$ cat config.mk
export PLATFORM = sky130hd
export DESIGN_NAME = alarm_snooze_ctrl
export DESIGN_NICKNAME = d
export VERILOG_FILES = /design/src/rtl/alarm_pkg.sv /design/src/rtl/alarm_time_add.sv /design/src/rtl/alarm_snooze_ctrl.sv
export SDC_FILE = /design/constraint.sdc
export NUM_CORES = 1
export LEC_CHECK = 0
export ABC_AREA = 0
export CAP_MARGIN = 20
export CORE_ASPECT_RATIO = 0.8
export CORE_MARGIN = 2
export CORE_UTILIZATION = 50
export CTS_BUF_LIST = sky130_fd_sc_hd__clkbuf_4 sky130_fd_sc_hd__clkbuf_8 sky130_fd_sc_hd__clkbuf_16
export CTS_CLUSTER_SIZE = 20
export DETAILED_ROUTE_END_ITERATION = 10
export DONT_BUFFER_PORTS = 1
export GPL_ROUTABILITY_DRIVEN = 0
export PLACE_DENSITY = 0.73
export REMOVE_ABC_BUFFERS = 1
export SLEW_MARGIN = 0
export SYNTH_ARGS = -nofsm -noshare
export SYNTH_HDL_FRONTEND = slang
export SYNTH_SLANG_ARGS = --single-unit
$ cat constraint.sdc
create_clock -name Clock_1Sec -period 2.8 [get_ports Clock_1Sec]
set_clock_uncertainty 0.15 [all_clocks]
set_input_delay 0.56 -clock Clock_1Sec [delete_from_list [all_inputs] [get_ports Clock_1Sec]]
set_output_delay 0.56 -clock Clock_1Sec [all_outputs]
set_load 0.1 [all_outputs]
$ cat src/rtl/alarm_pkg.sv
// rtl/alarm_pkg.sv - shared state encoding and time field widths for the alarm controller
package alarm_pkg;

    localparam int SECS_W        = 6;
    localparam int MINS_W        = 6;
    localparam int HOURS_W       = 4;
    localparam int MINS_PER_HOUR = 60;
    localparam int HOURS_MAX     = 12;

    typedef enum logic [1:0] {
        ST_IDLE    = 2'd0,
        ST_RINGING = 2'd1,
        ST_SNOOZE  = 2'd2
    } alarm_state_t;

endpackage

$ cat src/rtl/alarm_time_add.sv
// rtl/alarm_time_add.sv - combinational 12-hour time plus N minutes (N<60) with AM/PM roll-over
module alarm_time_add
    import alarm_pkg::*;
(
    input  logic [MINS_W-1:0]  i_mins,
    input  logic [HOURS_W-1:0] i_hours,
    input  logic               i_am_pm,
    input  logic [MINS_W-1:0]  i_add_mins,
    output logic [MINS_W-1:0]  o_mins,
    output logic [HOURS_W-1:0] o_hours,
    output logic               o_am_pm
);

    logic [MINS_W:0] w_sum;
    logic [MINS_W:0] w_wrapped;
    logic            w_carry;

    assign w_sum     = {1'b0, i_mins} + {1'b0, i_add_mins};
    assign w_carry   = (w_sum >= (MINS_W+1)'(MINS_PER_HOUR));
    assign w_wrapped = w_sum - (MINS_W+1)'(MINS_PER_HOUR);

    // Minute wrap advances the hour; 11->12 flips AM/PM, 12->1 does not (matches datapath roll-over)
    always_comb begin
        o_mins  = w_sum[MINS_W-1:0];
        o_hours = i_hours;
        o_am_pm = i_am_pm;
        if (w_carry) begin
            o_mins = w_wrapped[MINS_W-1:0];
            if (i_hours == HOURS_W'(HOURS_MAX)) begin
                o_hours = HOURS_W'(1);
            end else begin
                o_hours = i_hours + HOURS_W'(1);
            end
            if (i_hours == HOURS_W'(HOURS_MAX - 1)) begin
                o_am_pm = ~i_am_pm;
            end
        end
    end

endmodule

$ cat src/rtl/alarm_snooze_ctrl.sv
// rtl/alarm_snooze_ctrl.sv - ring/snooze/stop sequencer driving the alarm registers of the clock datapath
module alarm_snooze_ctrl
    import alarm_pkg::*;
#(
    parameter int SNOOZE_MINS = 9,
    parameter int RING_SECS   = 60,
    parameter int MAX_SNOOZES = 3
) (
    input  logic               Clock_1Sec,
    input  logic               Reset,
    input  logic               AlarmMatch,
    input  logic [SECS_W-1:0]  Secs_C,
    input  logic [MINS_W-1:0]  Mins_C,
    input  logic [HOURS_W-1:0] Hours_C,
    input  logic               AM_PM,
    input  logic               UserLoadAlm,
    input  logic [MINS_W-1:0]  UserMins,
    input  logic [HOURS_W-1:0] UserHours,
    input  logic               UserAM_PM,
    input  logic               AlarmEnableIn,
    input  logic               SnoozeBtn,
    input  logic               StopBtn,
    output logic               LoadAlm,
    output logic [MINS_W-1:0]  AlarmMinsOut,
    output logic [HOURS_W-1:0] AlarmHoursOut,
    output logic               AlarmAM_PMOut,
    output logic               AlarmEnable,
    output logic               Buzzer,
    output logic               Snoozing,
    output logic [2:0]         SnoozeCnt
);

    localparam logic [MINS_W-1:0] SNZ_ADD   = MINS_W'(SNOOZE_MINS);
    localparam logic [5:0]        RING_LAST = 6'(RING_SECS - 1);
    localparam logic [2:0]        SNZ_MAX   = 3'(MAX_SNOOZES);

    alarm_state_t       r_state;
    logic               r_match_q;
    logic [5:0]         r_ring_cnt;
    logic [2:0]         r_snooze_cnt;
    logic               r_buzzer;
    logic               r_snoozing;
    logic [MINS_W-1:0]  r_user_mins;
    logic [HOURS_W-1:0] r_user_hours;
    logic               r_user_am_pm;
    logic               r_load_alm;
    logic [MINS_W-1:0]  r_alm_mins;
    logic [HOURS_W-1:0] r_alm_hours;
    logic               r_alm_am_pm;
    logic               r_pend;
    logic [MINS_W-1:0]  r_pend_mins;
    logic [HOURS_W-1:0] r_pend_hours;
    logic               r_pend_am_pm;

    logic               w_match_rise;
    logic               w_timeout;
    logic               w_snz_left;
    logic               w_active;
    logic               w_disable;
    logic               w_ring_snooze;
    logic               w_ring_stop;
    logic               w_snz_stop;
    logic               w_restore;
    logic               w_ring_start;
    logic               w_need_load;
    logic [MINS_W-1:0]  w_ld_mins;
    logic [HOURS_W-1:0] w_ld_hours;
    logic               w_ld_am_pm;
    logic [MINS_W-1:0]  w_snz_mins;
    logic [HOURS_W-1:0] w_snz_hours;
    logic               w_snz_am_pm;
    logic               w_unused;

    // Seconds do not influence the snooze target; only whole minutes are reloaded
    assign w_unused = ^Secs_C;

    assign AlarmEnable   = AlarmEnableIn;
    assign LoadAlm       = r_load_alm;
    assign AlarmMinsOut  = r_alm_mins;
    assign AlarmHoursOut = r_alm_hours;
    assign AlarmAM_PMOut = r_alm_am_pm;
    assign Buzzer        = r_buzzer;
    assign Snoozing      = r_snoozing;
    assign SnoozeCnt     = r_snooze_cnt;

    alarm_time_add u_snooze_add (
        .i_mins     (Mins_C),
        .i_hours    (Hours_C),
        .i_am_pm    (AM_PM),
        .i_add_mins (SNZ_ADD),
        .o_mins     (w_snz_mins),
        .o_hours    (w_snz_hours),
        .o_am_pm    (w_snz_am_pm)
    );

    // The datapath holds AlarmMatch for the whole minute, so only its rising edge is an event
    assign w_match_rise = AlarmMatch & ~r_match_q;
    assign w_timeout    = (r_ring_cnt == RING_LAST);
    assign w_snz_left   = (r_snooze_cnt < SNZ_MAX);

    // Event decode in priority order: user load, disable, stop, snooze, timeout, match
    always_comb begin
        w_active      = ~UserLoadAlm & AlarmEnableIn;
        w_disable     = ~UserLoadAlm & ~AlarmEnableIn & (r_state != ST_IDLE);
        w_ring_stop   = w_active & (r_state == ST_RINGING) &
                        (StopBtn | (w_timeout & ~w_snz_left));
        w_ring_snooze = w_active & (r_state == ST_RINGING) & ~StopBtn &
                        w_snz_left & (SnoozeBtn | w_timeout);
        w_snz_stop    = w_active & (r_state == ST_SNOOZE) & StopBtn;
        w_restore     = w_disable | w_ring_stop | w_snz_stop;
        w_ring_start  = w_active & w_match_rise &
                        ((r_state == ST_IDLE) | ((r_state == ST_SNOOZE) & ~StopBtn));
        w_need_load   = UserLoadAlm | w_restore | w_ring_snooze;
        w_ld_mins     = w_snz_mins;
        w_ld_hours    = w_snz_hours;
        w_ld_am_pm    = w_snz_am_pm;
        if (UserLoadAlm) begin
            w_ld_mins  = UserMins;
            w_ld_hours = UserHours;
            w_ld_am_pm = UserAM_PM;
        end else if (w_restore) begin
            w_ld_mins  = r_user_mins;
            w_ld_hours = r_user_hours;
            w_ld_am_pm = r_user_am_pm;
        end
    end

    // Main FSM: state, buzzer, snooze bookkeeping and the stored user alarm
    always_ff @(posedge Clock_1Sec or negedge Reset) begin
        if (!Reset) begin
            r_state      <= ST_IDLE;
            r_match_q    <= 1'b0;
            r_ring_cnt   <= '0;
            r_snooze_cnt <= '0;
            r_buzzer     <= 1'b0;
            r_snoozing   <= 1'b0;
            r_user_mins  <= '0;
            r_user_hours <= HOURS_W'(HOURS_MAX);
            r_user_am_pm <= 1'b0;
        end else begin
            r_match_q <= AlarmMatch;
            if (UserLoadAlm) begin
                r_user_mins  <= UserMins;
                r_user_hours <= UserHours;
                r_user_am_pm <= UserAM_PM;
            end
            if (UserLoadAlm | w_restore) begin
                r_state      <= ST_IDLE;
                r_buzzer     <= 1'b0;
                r_snoozing   <= 1'b0;
                r_snooze_cnt <= '0;
            end else if (w_ring_snooze) begin
                r_state      <= ST_SNOOZE;
                r_buzzer     <= 1'b0;
                r_snoozing   <= 1'b1;
                r_snooze_cnt <= r_snooze_cnt + 3'd1;
            end else if (w_ring_start) begin
                r_state    <= ST_RINGING;
                r_buzzer   <= 1'b1;
                r_snoozing <= 1'b0;
                r_ring_cnt <= '0;
            end else if (r_state == ST_RINGING) begin
                r_ring_cnt <= r_ring_cnt + 6'd1;
            end
        end
    end

    // Load sequencer: one-cycle strobes only; a load requested during a strobe is deferred one gap cycle
    always_ff @(posedge Clock_1Sec or negedge Reset) begin
        if (!Reset) begin
            r_load_alm   <= 1'b0;
            r_alm_mins   <= '0;
            r_alm_hours  <= HOURS_W'(HOURS_MAX);
            r_alm_am_pm  <= 1'b0;
            r_pend       <= 1'b0;
            r_pend_mins  <= '0;
            r_pend_hours <= HOURS_W'(HOURS_MAX);
            r_pend_am_pm <= 1'b0;
        end else if (w_need_load) begin
            if (r_load_alm) begin
                r_load_alm   <= 1'b0;
                r_pend       <= 1'b1;
                r_pend_mins  <= w_ld_mins;
                r_pend_hours <= w_ld_hours;
                r_pend_am_pm <= w_ld_am_pm;
            end else begin
                r_load_alm  <= 1'b1;
                r_pend      <= 1'b0;
                r_alm_mins  <= w_ld_mins;
                r_alm_hours <= w_ld_hours;
                r_alm_am_pm <= w_ld_am_pm;
            end
        end else if (r_pend && !r_load_alm) begin
            r_load_alm  <= 1'b1;
            r_pend      <= 1'b0;
            r_alm_mins  <= r_pend_mins;
            r_alm_hours <= r_pend_hours;
            r_alm_am_pm <= r_pend_am_pm;
        end else begin
            r_load_alm <= 1'b0;
        end
    end

endmodule

Run 1, sequential cells grouped by signal name:
Drawn at 4 px/micron.
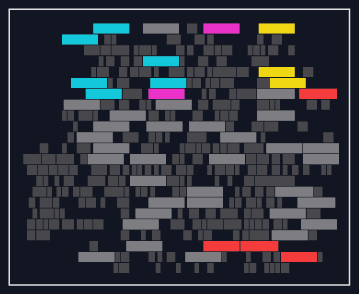
r_ring_cnt: marked cyan, placed flops 6. SnoozeCnt: marked yellow, placed flops 3. r_state: marked magenta, placed flops 2. r_user_hours: marked red, placed flops 4, where bottom right.
Another 32 sequential cells are not colored.

Run 1, cell density map:
Drawn at 4 px/micron. 8 x 7 tiles, from black (low) to pale yellow (high), 0 to 100% covered.
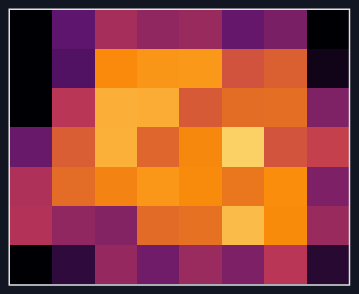
The emptiest ninth of the die: top left. 16% of the tiles are over 75% full. The mean over all tiles is 49%. The fullest tile reaches 90%.

Run 1, clock wiring as the flow saved it:
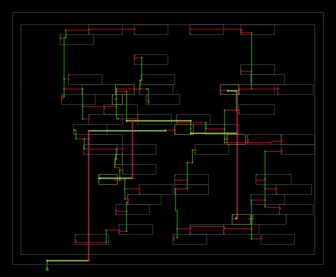
clk_buf instances: 7
flop count: 47

==> impl_metrics.env, run 1 <==
# flow metrics
export IMPL_grt_max_degree=48
export IMPL_layout_top_cell="dfrtp_1"
export IMPL_p_sw_share_pct=48.1
export IMPL_cp_start_kind="input port"
export IMPL_ios=53
export IMPL_synth_cell_types=60
export IMPL_ir_drop_uv=600
export IMPL_vias=2131
export IMPL_fin_hold_ws_ns=0.124
export IMPL_hold_class="input port to flip-flop"
export IMPL_rows=23
export IMPL_power_leader="registers"
export IMPL_final_cell_count_no_fill=365
export IMPL_cp_num_cells=12
export IMPL_top_logic_kind="AND-OR/OR-AND gates"
export IMPL_fillCellCount=459
export IMPL_cts_buffers=5
export IMPL_fin_crit_ns=2.66
export IMPL_p_total_w=0.00251
export IMPL_cts_max_path_buffers=2
export IMPL_grt_pass1_wl_mm=9.44
export IMPL_whs_path_depth=0
export IMPL_whs_endpoint="r_match_q"
export IMPL_crit_chain="ha_1, nor2b_1, or2_2, ha_1, a32oi_1, o21ai_1, a21oi_1, buf_4, buf_4, xnor2_1, a21oi_1, o21ai_0"
export IMPL_ys_seq_elements=47
export IMPL_portBuffers=0
export IMPL_cp_slowest_cell="or2_2"
export IMPL_ys_flop_type="dfrtp_1"
export IMPL_die_w_microns=84.7
export IMPL_outcome="complete, no violations"
export IMPL_drc=0
export IMPL_dp_hpwl_mm=4.31
export IMPL_arrival_ns=2.72
export IMPL_slew_limit_headroom_pct=38.1
export IMPL_cts_htree_levels=2
==> run 1: per-stage QoR <==
step | instance area, sq um | setup slack, ns | util, %
after global routing | 2900 | 0.000726 | 57.9
final | 2900 | 0.142 | 57.9
after floorplan | 2550 | -0.352 | -
after CTS | 2900 | 0.173 | 57.9
after global placement | 2770 | -0.0952 | 55.3
after detailed placement | 2770 | -0.135 | 55.3
==> run 1: layout make-up <==
cell class	count	area, sq um	area share [%]
clock inverter	1	5.00	0.173
multi-input combinational	214	1320	45.5
timing repair buffer	20	173	5.95
inverter	14	52.6	1.81
sequential	47	1180	40.8
tap	62	77.6	2.67
clock buffer	7	90.1	3.11
==> run 1: sequential cells by signal, indices dropped and copies added (netlist names), 3 cells and up <==
signal,flops
r_user_mins,6
r_ring_cnt,6
AlarmHoursOut,4
SnoozeCnt,3
AlarmMinsOut,6
r_pend_hours,4
r_pend_mins,6
r_user_hours,4
==> run 1: cells in the mapped netlist, types with 5 or more instances <==
master | count | area [sq um]
dfrtp_1 | 41 | 1030
nand2_1 | 40 | 150
dfstp_2 | 6 | 158
ha_1 | 7 | 87.6
nor2_1 | 24 | 90.1
nand4_1 | 5 | 31.3
o22ai_1 | 5 | 31.3
a31oi_1 | 10 | 62.6
inv_1 | 14 | 52.6
clkbuf_1 | 6 | 22.5
a21oi_1 | 16 | 80.1
nand3_1 | 7 | 35.0
o21ai_0 | 18 | 90.1
nand2b_1 | 8 | 50.1
==> run 1: layer usage <==
metal  wire (microns)  track usage [%]  up-vias
met3              427             6.07       11
li1                 -                -     1056
met2             2550             32.8       60
met5                0                0        -
met4              119             9.52        0
met1             2720             28.0     1004
==> run 1: timing repair <==
item	in CTS	in global routing
endpoints found under the hold margin	47	0
hold buffers	2	0
setup endpoints to repair	0	0
==> run 2, diff against run 1 <==
- SYNTH_HIERARCHICAL: unset -> 1
Run 2, cell density map:
Drawn at 4 px/micron. 9 x 8 tiles, from black (low) to pale yellow (high), 0 to 100% covered.
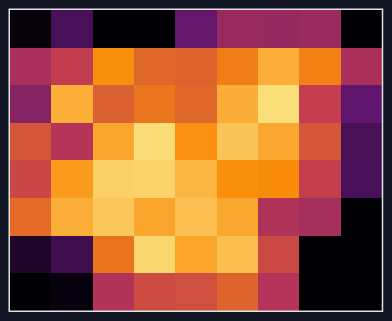
The mean over all tiles is 53%. 32% of the tiles are over 75% full. The emptiest ninth of the die: bottom right. 14% of the tiles are nearly empty. The fullest tile reaches 93%. The densest ninth of the die: middle.

==> run 2 against run 1 <==
Net effect: the run now ends with negative setup slack left; sequential share of layout area shrank 9.4 points; first-iteration DRC count up 34%; die area grew 20%; critical path depth is 1 higher; non-clock buffer count grew 17; combinational power increased by 110%; wire length rose by 27%.
==> impl_metrics.env, run 2 <==
# flow metrics
export IMPL_outcome="finished with violations"
export IMPL_violations="negative setup slack"
export IMPL_cts_buffers=5
export IMPL_area_leaders="dfrtp_1 (32%), a21oi_1 (5.9%), a221oi_2 (5.7%), dfstp_2 (5.0%), o221ai_2 (4.7%)"
export IMPL_slew_limit_headroom_pct=27.8
export IMPL_finalSetupViolations=9
export IMPL_final_area_sq_um=3770
export IMPL_arrival_ns=2.91
export IMPL_p_total_w=0.00304
export IMPL_dp_hpwl_mm=4.88
export IMPL_inverters=21
export IMPL_drc=0
export IMPL_nWellTaps=81
export IMPL_layout_top_cell="dfrtp_1"
export IMPL_clkCellAreaFrac_pct=2.99
export IMPL_cp_num_cells=13
export IMPL_top_cells_by_count="dfrtp_1 (41), a21oi_1 (37), nor2_1 (23)"
export IMPL_clock_buffers=5
export IMPL_portBuffers=0
export IMPL_utilization_pct=62.8
export IMPL_cts_htree_levels=2
export IMPL_fin_crit_ns=2.88
export IMPL_logic_gates=221
export IMPL_crit_chain="ha_4, buf_6, a211oi_4, nor2_2, nor2_2, ha_2, inv_2, o32ai_4, a31oi_4, buf_4, mux2_4, o221ai_2, mux2i_1"
export IMPL_seq_cells=47
export IMPL_sh_seq_area_pct=31.4
export IMPL_largest_area_cell="dfrtp_1"
export IMPL_rows=25
export IMPL_combAreaFraction_pct=52.4
export IMPL_setup_ws_ns=-0.0781
export IMPL_cp_slowest_cell="o32ai_4"
export IMPL_whs_path_depth=0
export IMPL_die_w_microns=92.9
Run 2, PDN straps and rails:
Drawn at 4 px/micron. Pins as bars on the die edge.
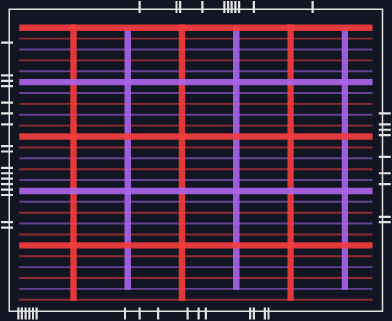
VSS: marked red. VDD: marked purple.
6 straps on met4. The core has 25 rows. 5 straps on met5. 26 met1 rails follow the rows.

## run 2: netlist changes by cell type in the layout (fill, tap and decap cells not counted), moves of 7 or more
cell / before / now
a21oi_1: 16 / 35
mux2_2: 3 / 12
nand2_1: 40 / 8
a221oi_2: 0 / 12
a31oi_1: 10 / 0
nor2b_1: 3 / 14
mux2i_1: 4 / 13
o21ai_0: 18 / 5
o221ai_2: 0 / 9
conb_1: 0 / 7
buf_4: 18 / 32
## run 2: per-stage QoR
stage	worst slack [ns]	setup TNS (ns)
finish	-0.0781	-0.334
global route	-0.232	-2.20
CTS	-0.0700	-0.0904
detailed placement	-0.530	-6.67
global placement	-0.411	-4.88
floorplan	-0.478	-5.24
## run 2: where the power goes
group          internal [W]  switching, W
combinational      0.000427      0.000615
sequential         0.000892      0.000591
clock              0.000266      0.000249
total               0.00159       0.00146
## run 2: layer usage
metal / GRT usage (%) / part of all wire (%)
met4: 4.74 / 0.80
met3: 7.91 / 7.6
met5: 0 / 0
met2: 35.3 / 46
met1: 29.8 / 46
## run 2: cells by family after synthesis
| family | Yosys count | synth area share, % |
|---|---|---|
| compound gates | 96 | 27.3 |
| buf+inv | 34 | 5.69 |
| flops | 47 | 37.4 |
| fa+ha+maj | 12 | 4.98 |
| simple gates | 73 | 13.2 |
| xor+xnor | 5 | 1.86 |
| mux | 27 | 9.33 |
| other cells | 2 | 0.237 |
## run 2: repair_timing
action                                  in CTS  in global routing
buffers inserted                             4                  5
endpoints found under the setup margin      13                 16
endpoints found under the hold margin       47                  0
resized                                     11                 16
cloned                                       1                  0
pin swaps                                   10                 16
hold buffers                                 2                  0
Power figures rest on the tool's default switching activity, not on a simulated workload.
